$ cat config.mk
export PLATFORM = sky130hd
export DESIGN_NAME = class_score_argmax_flat
export DESIGN_NICKNAME = d
export VERILOG_FILES = /design/src/rtl/class_score_argmax_if.sv /design/src/rtl/class_score_argmax.sv /design/src/flat_wrapper.sv
export SDC_FILE = /design/constraint.sdc
export NUM_CORES = 1
export LEC_CHECK = 0
export CAP_MARGIN = 0
export CORE_ASPECT_RATIO = 1.5
export CORE_MARGIN = 2
export CORE_UTILIZATION = 45
export CTS_CLUSTER_DIAMETER = 80
export CTS_CLUSTER_SIZE = 28
export DETAILED_ROUTE_END_ITERATION = 16
export PLACE_DENSITY = 0.71
export SKIP_LAST_GASP = 1
export SYNTH_ARGS = -nofsm -noshare
export SYNTH_HDL_FRONTEND = slang
export SYNTH_SLANG_ARGS = --single-unit
export TNS_END_PERCENT = 30
$ cat constraint.sdc
create_clock -name clk -period 10.17 [get_ports clk]
set_input_delay 1.5255 -clock clk [delete_from_list [all_inputs] [get_ports clk]]
set_output_delay 1.5255 -clock clk [all_outputs]
set_load 0.005 [all_outputs]
$ cat src/rtl/class_score_argmax_if.sv
// Result/score handshake bundle for class_score_argmax.
// The second_idx/second_score/margin signals exist only when ARGMAX_TOP2_EN is defined.
interface class_score_argmax_if #(
  parameter int unsigned DATA_WIDTH  = 16,
  parameter int unsigned NUM_CLASSES = 15,
  parameter int unsigned IDX_W       = $clog2(NUM_CLASSES)
);
  logic [NUM_CLASSES*DATA_WIDTH-1:0] scores_in;
  logic                              scores_valid;
  logic                              scores_ready;
  logic                              result_valid;
  logic                              result_ready;
  logic [IDX_W-1:0]                  class_idx;
  logic signed [DATA_WIDTH-1:0]      class_score;
  logic                              low_conf;
  logic                              busy;
  logic                              overrun;
`ifdef ARGMAX_TOP2_EN
  logic [IDX_W-1:0]                  second_idx;
  logic signed [DATA_WIDTH-1:0]      second_score;
  logic [DATA_WIDTH:0]               margin;

  // Upstream producer plus result consumer.
  modport master (
    output scores_in, scores_valid, result_ready,
    input  scores_ready, result_valid, class_idx, class_score, low_conf, busy, overrun,
    input  second_idx, second_score, margin
  );

  // The argmax engine.
  modport slave (
    input  scores_in, scores_valid, result_ready,
    output scores_ready, result_valid, class_idx, class_score, low_conf, busy, overrun,
    output second_idx, second_score, margin
  );
`else
  // Upstream producer plus result consumer.
  modport master (
    output scores_in, scores_valid, result_ready,
    input  scores_ready, result_valid, class_idx, class_score, low_conf, busy, overrun
  );

  // The argmax engine.
  modport slave (
    input  scores_in, scores_valid, result_ready,
    output scores_ready, result_valid, class_idx, class_score, low_conf, busy, overrun
  );
`endif
endinterface

$ cat src/rtl/class_score_argmax.sv
// Sequential argmax over a packed vector of signed class scores.
// Captures the vector on a one-cycle pulse, scans one class per clock and holds the
// result behind a valid/ready handshake. Define ARGMAX_TOP2_EN to also track the
// runner-up class and the best-minus-second margin.
module class_score_argmax #(
  parameter int unsigned DATA_WIDTH  = 16,
  parameter int unsigned NUM_CLASSES = 15,
  parameter int unsigned IDX_W       = $clog2(NUM_CLASSES),
  parameter logic signed [DATA_WIDTH-1:0] CONF_THRESH = 16'sd256
) (
  input logic                 clk,
  input logic                 rst,
  class_score_argmax_if.slave bus
);

  typedef enum logic [1:0] {StIdle, StScan, StDone} state_e;

  localparam logic [IDX_W-1:0] LastIdx = IDX_W'(NUM_CLASSES - 1);
  localparam logic signed [DATA_WIDTH-1:0] MinScore = {1'b1, {(DATA_WIDTH-1){1'b0}}};

  state_e                       state_q;
  logic signed [DATA_WIDTH-1:0] vec_q [NUM_CLASSES];
  logic [IDX_W-1:0]             cnt_q;
  logic signed [DATA_WIDTH-1:0] best_q;
  logic [IDX_W-1:0]             best_idx_q;
  logic                         result_valid_q;
  logic [IDX_W-1:0]             class_idx_q;
  logic signed [DATA_WIDTH-1:0] class_score_q;
  logic                         low_conf_q;
  logic                         overrun_q;

  logic                         scores_ready;
  logic                         accept;
  logic                         last;
  logic signed [DATA_WIDTH-1:0] cand;
  logic signed [DATA_WIDTH-1:0] best_nxt;
  logic [IDX_W-1:0]             best_idx_nxt;

`ifdef ARGMAX_TOP2_EN
  logic signed [DATA_WIDTH-1:0] second_q;
  logic [IDX_W-1:0]             second_idx_q;
  logic signed [DATA_WIDTH-1:0] second_score_q;
  logic [IDX_W-1:0]             second_out_idx_q;
  logic [DATA_WIDTH:0]          margin_q;
  logic signed [DATA_WIDTH-1:0] second_nxt;
  logic [IDX_W-1:0]             second_idx_nxt;
`endif

  assign scores_ready = (state_q == StIdle) || ((state_q == StDone) && bus.result_ready);
  assign accept       = bus.scores_valid && scores_ready;
  assign last         = (cnt_q == LastIdx);
  assign cand         = vec_q[cnt_q];

  // Running best (and runner-up) after folding in the class at index cnt_q.
  always_comb begin
    best_nxt     = best_q;
    best_idx_nxt = best_idx_q;
`ifdef ARGMAX_TOP2_EN
    second_nxt     = second_q;
    second_idx_nxt = second_idx_q;
`endif
    // Strictly greater only, so ties keep the lower index.
    if (cand > best_q) begin
      best_nxt     = cand;
      best_idx_nxt = cnt_q;
`ifdef ARGMAX_TOP2_EN
      second_nxt     = best_q;
      second_idx_nxt = best_idx_q;
    end else if (cand > second_q) begin
      second_nxt     = cand;
      second_idx_nxt = cnt_q;
`endif
    end
  end

  // FSM, scan datapath and registered result outputs.
  always_ff @(posedge clk) begin
    if (!rst) begin
      state_q        <= StIdle;
      for (int i = 0; i < int'(NUM_CLASSES); i++) vec_q[i] <= '0;
      cnt_q          <= '0;
      best_q         <= '0;
      best_idx_q     <= '0;
      result_valid_q <= 1'b0;
      class_idx_q    <= '0;
      class_score_q  <= '0;
      low_conf_q     <= 1'b0;
      overrun_q      <= 1'b0;
`ifdef ARGMAX_TOP2_EN
      second_q         <= '0;
      second_idx_q     <= '0;
      second_score_q   <= '0;
      second_out_idx_q <= '0;
      margin_q         <= '0;
`endif
    end else begin
      // Upstream cannot stall, so a pulse we cannot take is lost; remember that it happened.
      if (bus.scores_valid && !scores_ready) overrun_q <= 1'b1;

      unique case (state_q)
        StIdle: begin
          if (accept) state_q <= StScan;
        end
        StScan: begin
          best_q     <= best_nxt;
          best_idx_q <= best_idx_nxt;
`ifdef ARGMAX_TOP2_EN
          second_q     <= second_nxt;
          second_idx_q <= second_idx_nxt;
`endif
          if (last) begin
            state_q        <= StDone;
            result_valid_q <= 1'b1;
            class_idx_q    <= best_idx_nxt;
            class_score_q  <= best_nxt;
            low_conf_q     <= (best_nxt < CONF_THRESH);
`ifdef ARGMAX_TOP2_EN
            second_score_q   <= second_nxt;
            second_out_idx_q <= second_idx_nxt;
            margin_q         <= {best_nxt[DATA_WIDTH-1], best_nxt}
                              - {second_nxt[DATA_WIDTH-1], second_nxt};
`endif
          end else begin
            cnt_q <= cnt_q + IDX_W'(1);
          end
        end
        StDone: begin
          if (bus.result_ready) begin
            result_valid_q <= 1'b0;
            state_q        <= accept ? StScan : StIdle;
          end
        end
        default: state_q <= StIdle;
      endcase

      // Capture a new vector; class 0 seeds the scan.
      if (accept) begin
        for (int i = 0; i < int'(NUM_CLASSES); i++) begin
          vec_q[i] <= bus.scores_in[i*DATA_WIDTH +: DATA_WIDTH];
        end
        best_q     <= bus.scores_in[DATA_WIDTH-1:0];
        best_idx_q <= '0;
        cnt_q      <= IDX_W'(1);
`ifdef ARGMAX_TOP2_EN
        second_q     <= MinScore;
        second_idx_q <= IDX_W'(1);
`endif
      end
    end
  end

  assign bus.scores_ready = scores_ready;
  assign bus.result_valid = result_valid_q;
  assign bus.class_idx    = class_idx_q;
  assign bus.class_score  = class_score_q;
  assign bus.low_conf     = low_conf_q;
  assign bus.busy         = (state_q != StIdle);
  assign bus.overrun      = overrun_q;
`ifdef ARGMAX_TOP2_EN
  assign bus.second_idx   = second_out_idx_q;
  assign bus.second_score = second_score_q;
  assign bus.margin       = margin_q;
`endif

endmodule
$ cat src/flat_wrapper.sv
// flat-port wrapper written by rule: the top's interface ports become plain ports
module class_score_argmax_flat 
#(
  parameter int unsigned DATA_WIDTH  = 16,
  parameter int unsigned NUM_CLASSES = 15,
  parameter int unsigned IDX_W       = $clog2(NUM_CLASSES),
  parameter logic signed [DATA_WIDTH-1:0] CONF_THRESH = 16'sd256
)
  (clk, rst, bus_scores_in, bus_scores_valid, bus_result_ready, bus_scores_ready, bus_result_valid, bus_class_idx, bus_class_score, bus_low_conf, bus_busy, bus_overrun);
  class_score_argmax_if #(.DATA_WIDTH(DATA_WIDTH), .NUM_CLASSES(NUM_CLASSES), .IDX_W(IDX_W)) bus_i ();
  input logic clk;
  input logic rst;
  input wire logic [$bits(bus_i.scores_in)-1:0] bus_scores_in;
  input wire logic [$bits(bus_i.scores_valid)-1:0] bus_scores_valid;
  input wire logic [$bits(bus_i.result_ready)-1:0] bus_result_ready;
  output wire logic [$bits(bus_i.scores_ready)-1:0] bus_scores_ready;
  output wire logic [$bits(bus_i.result_valid)-1:0] bus_result_valid;
  output wire logic [$bits(bus_i.class_idx)-1:0] bus_class_idx;
  output wire logic [$bits(bus_i.class_score)-1:0] bus_class_score;
  output wire logic [$bits(bus_i.low_conf)-1:0] bus_low_conf;
  output wire logic [$bits(bus_i.busy)-1:0] bus_busy;
  output wire logic [$bits(bus_i.overrun)-1:0] bus_overrun;
  assign bus_i.scores_in = bus_scores_in;
  assign bus_i.scores_valid = bus_scores_valid;
  assign bus_i.result_ready = bus_result_ready;
  assign bus_scores_ready = bus_i.scores_ready;
  assign bus_result_valid = bus_i.result_valid;
  assign bus_class_idx = bus_i.class_idx;
  assign bus_class_score = bus_i.class_score;
  assign bus_low_conf = bus_i.low_conf;
  assign bus_busy = bus_i.busy;
  assign bus_overrun = bus_i.overrun;
  class_score_argmax #(.DATA_WIDTH(DATA_WIDTH), .NUM_CLASSES(NUM_CLASSES), .IDX_W(IDX_W), .CONF_THRESH(CONF_THRESH)) u_core (.clk(clk), .rst(rst), .bus(bus_i));
endmodule
layer_met1.png
Scale bar: 50 microns.
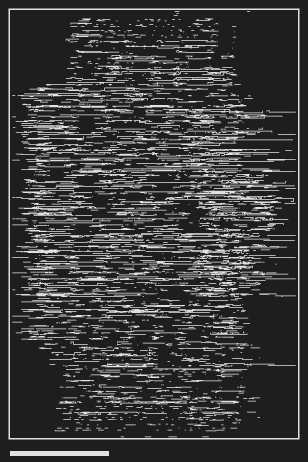
wire length on this layer: 13200 microns
main direction: horizontal
nets with wire on the layer: 1318
share of all routed wire: 39%
longest straight run: 52.9 microns

cell_density.png
Scale bar: 50 microns. The die is cut into 14 by 22 equal tiles; black is low, pale yellow is high, 0 to 100% covered.
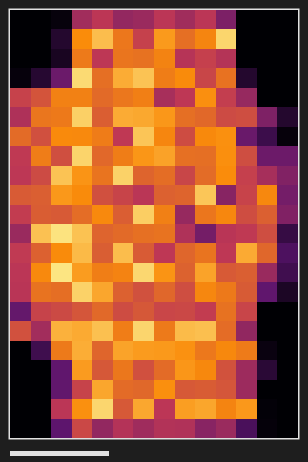
tiles over 75% full: 19%
mean over tiles: 52%
fullest tile: 94%
nearly empty tiles: 14%
emptiest ninth of the die: upper right

==> flow_metrics.tcl <==
# metrics dict for downstream scripts
set metrics [dict create \
    status "completed" \
    crit_fanout 46 \
    grt_pass1_vias 8838 \
    ys_chip_area_sq_um 13400 \
    fmax_mhz 180 \
    layout_min_cycle_time_ns 5.57 \
    p_switching_w 0.000644 \
    power_density_nw_per_um2 152 \
    syn_avg_cell_area_sq_um 13.7 \
    fp_nets 1240 \
    worst_slew_margin_rel 0.258 \
    cts_max_level 1 \
    io_pins 269 \
    path_buffers 1 \
    vias_per_cell 5.53 \
    path_class "flip-flop to flip-flop" \
    routabilityCongestion 0.901 \
    numPortBuffers 268 \
    combGateArea_sq_um 4790 \
    crit_arrival_ns 5.96 \
    die_w_microns 145 \
    postCtsSetupRepairBufs 0 \
    ant_nets 0 \
    ff_type "edfxtp_1" \
    largest_area_cell "edfxtp_1" \
    tns_ns 0 \
    nFillCells 2358 \
    finalSetupViolCount 0 \
    grt.overflow.total 0 \
    clk_pin_slew_ns 0.11 \
    synth_area_sq_um 13400 \
    rows 77 \
    final_cell_area_sq_um 16700 \
    hold_violations 0 \
    setup_ws_ns 4.60 \
    ys_ff 289 \
    cts_tree "built" \
    seqPwrFrac 0.555 \
    seqCellArea_sq_um 8200 \
    grt_pass1_wl_microns 50800 \
    die-area_sq_um 31200 \
    final_common_cell "clkdlybuf4s50_1" \
    ys_cells 978 \
]
layer_met2.png
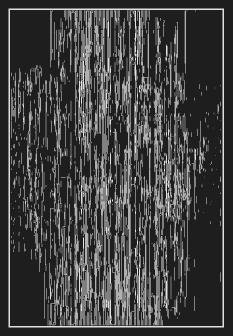
share of all routed wire: 50%
main direction: vertical
wire length on this layer: 17100 microns
longest straight run: 138 microns
nets with wire on the layer: 1261

metal_density.png
Scale bar: 50 microns. The die is cut into 14 by 22 equal tiles; black is low, pale yellow is high, scaled to the fullest tile. Values are wire area over tile area, all layers added.
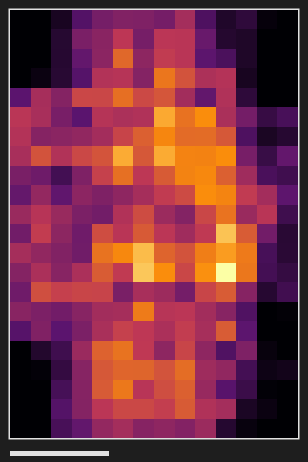
tiles over half the peak: 29%
fullest tile: 0.48
nearly empty tiles: 12%
mean over tiles: 0.18
densest ninth of the die: centre

[power by group through the flow]
stage          sequential (W)  combinational, W  clock, W
4_1_cts               0.00141          0.000493  0.000658
3_5_place_dp          0.00144          0.000491         0
6_report              0.00141          0.000490  0.000645
5_1_grt               0.00142          0.000531  0.000695
3_3_place_gp          0.00144          0.000485         0
2_1_floorplan         0.00143          0.000327         0
[layer usage]
metal / vias to the layer above / routed length, microns / track usage
li1: 4132 / - / -
met1: 4281 / 13200 / 0.266
met2: 331 / 17100 / 0.360
met3: 65 / 1830 / 0.0235
met4: 0 / 1840 / 0.119
met5: - / 0 / 0
[logic make-up after synthesis]
family	synth area share
muxes	0.123
DFF	0.610
adders and majority gates	0.0168
AOI/OAI and AO/OA	0.0617
xor gates and xnor gates	0.00196
buffers and inverters	0.0338
and+or+nand+nor	0.152
[synthesized netlist by cell type (all sizes together) (9+ instances only)]
master / n
edfxtp: 240
and3: 161
and2: 82
clkbuf: 66
mux4: 58
dfxtp: 49
nor2: 36
o21ai: 29
a21oi: 28
mux2i: 28
nand2: 28
inv: 21
buf: 19
ha: 18
a211oi: 14
nand2b: 12
o21a: 9
o221ai: 9
[state kept, by name, indices dropped and copies added (netlist names)]
name                     flops
u_core.bus.class_score      16
u_core.state_q               2
u_core.cnt_q                 4
u_core.bus.overrun           1
u_core.best_q               16
u_core.bus.low_conf          1
u_core.best_idx_q            4
u_core.vec_q               240
u_core.bus.result_valid      1
u_core.bus.class_idx         4
[metrics by stage]
step	cells	hold slack, ns
after CTS	1588	0.510
after global placement	1564	0.476
after global routing	1592	0.536
after detailed placement	1564	0.487
final	1592	0.506
after floorplan	978	0.463
[worst min-delay path: stages, from the launching register on]
cell      delay, ns
dfxtp_1        0.33
nor2_1         0.09
a311oi_1       0.05
[final cells by class]
class,count,share of cell area
multi-input cells,583,0.286
well taps,395,0.0295
inverters,21,0.00471
diodes,4,0.000598
clock inverters,1,0.00120
flip-flops and latches,289,0.489
repair buffers,276,0.165
clock buffers,23,0.0242
[final timing paths]
| kind | startpoint | endpoint | slack (ns) | cells after the start |
|---|---|---|---|---|
| worst max-delay path | u_core.cnt_q[0] | u_core.bus.class_score[1] | 4.60 | 11 |
| worst min-delay path | u_core.bus.class_score[11] | u_core.bus.class_score[11] | 0.51 | 2 |
| worst max register to register | u_core.cnt_q[0] | u_core.bus.class_score[1] | 4.60 | 11 |
| worst min register to register | u_core.bus.class_score[11] | u_core.bus.class_score[11] | 0.51 | 2 |
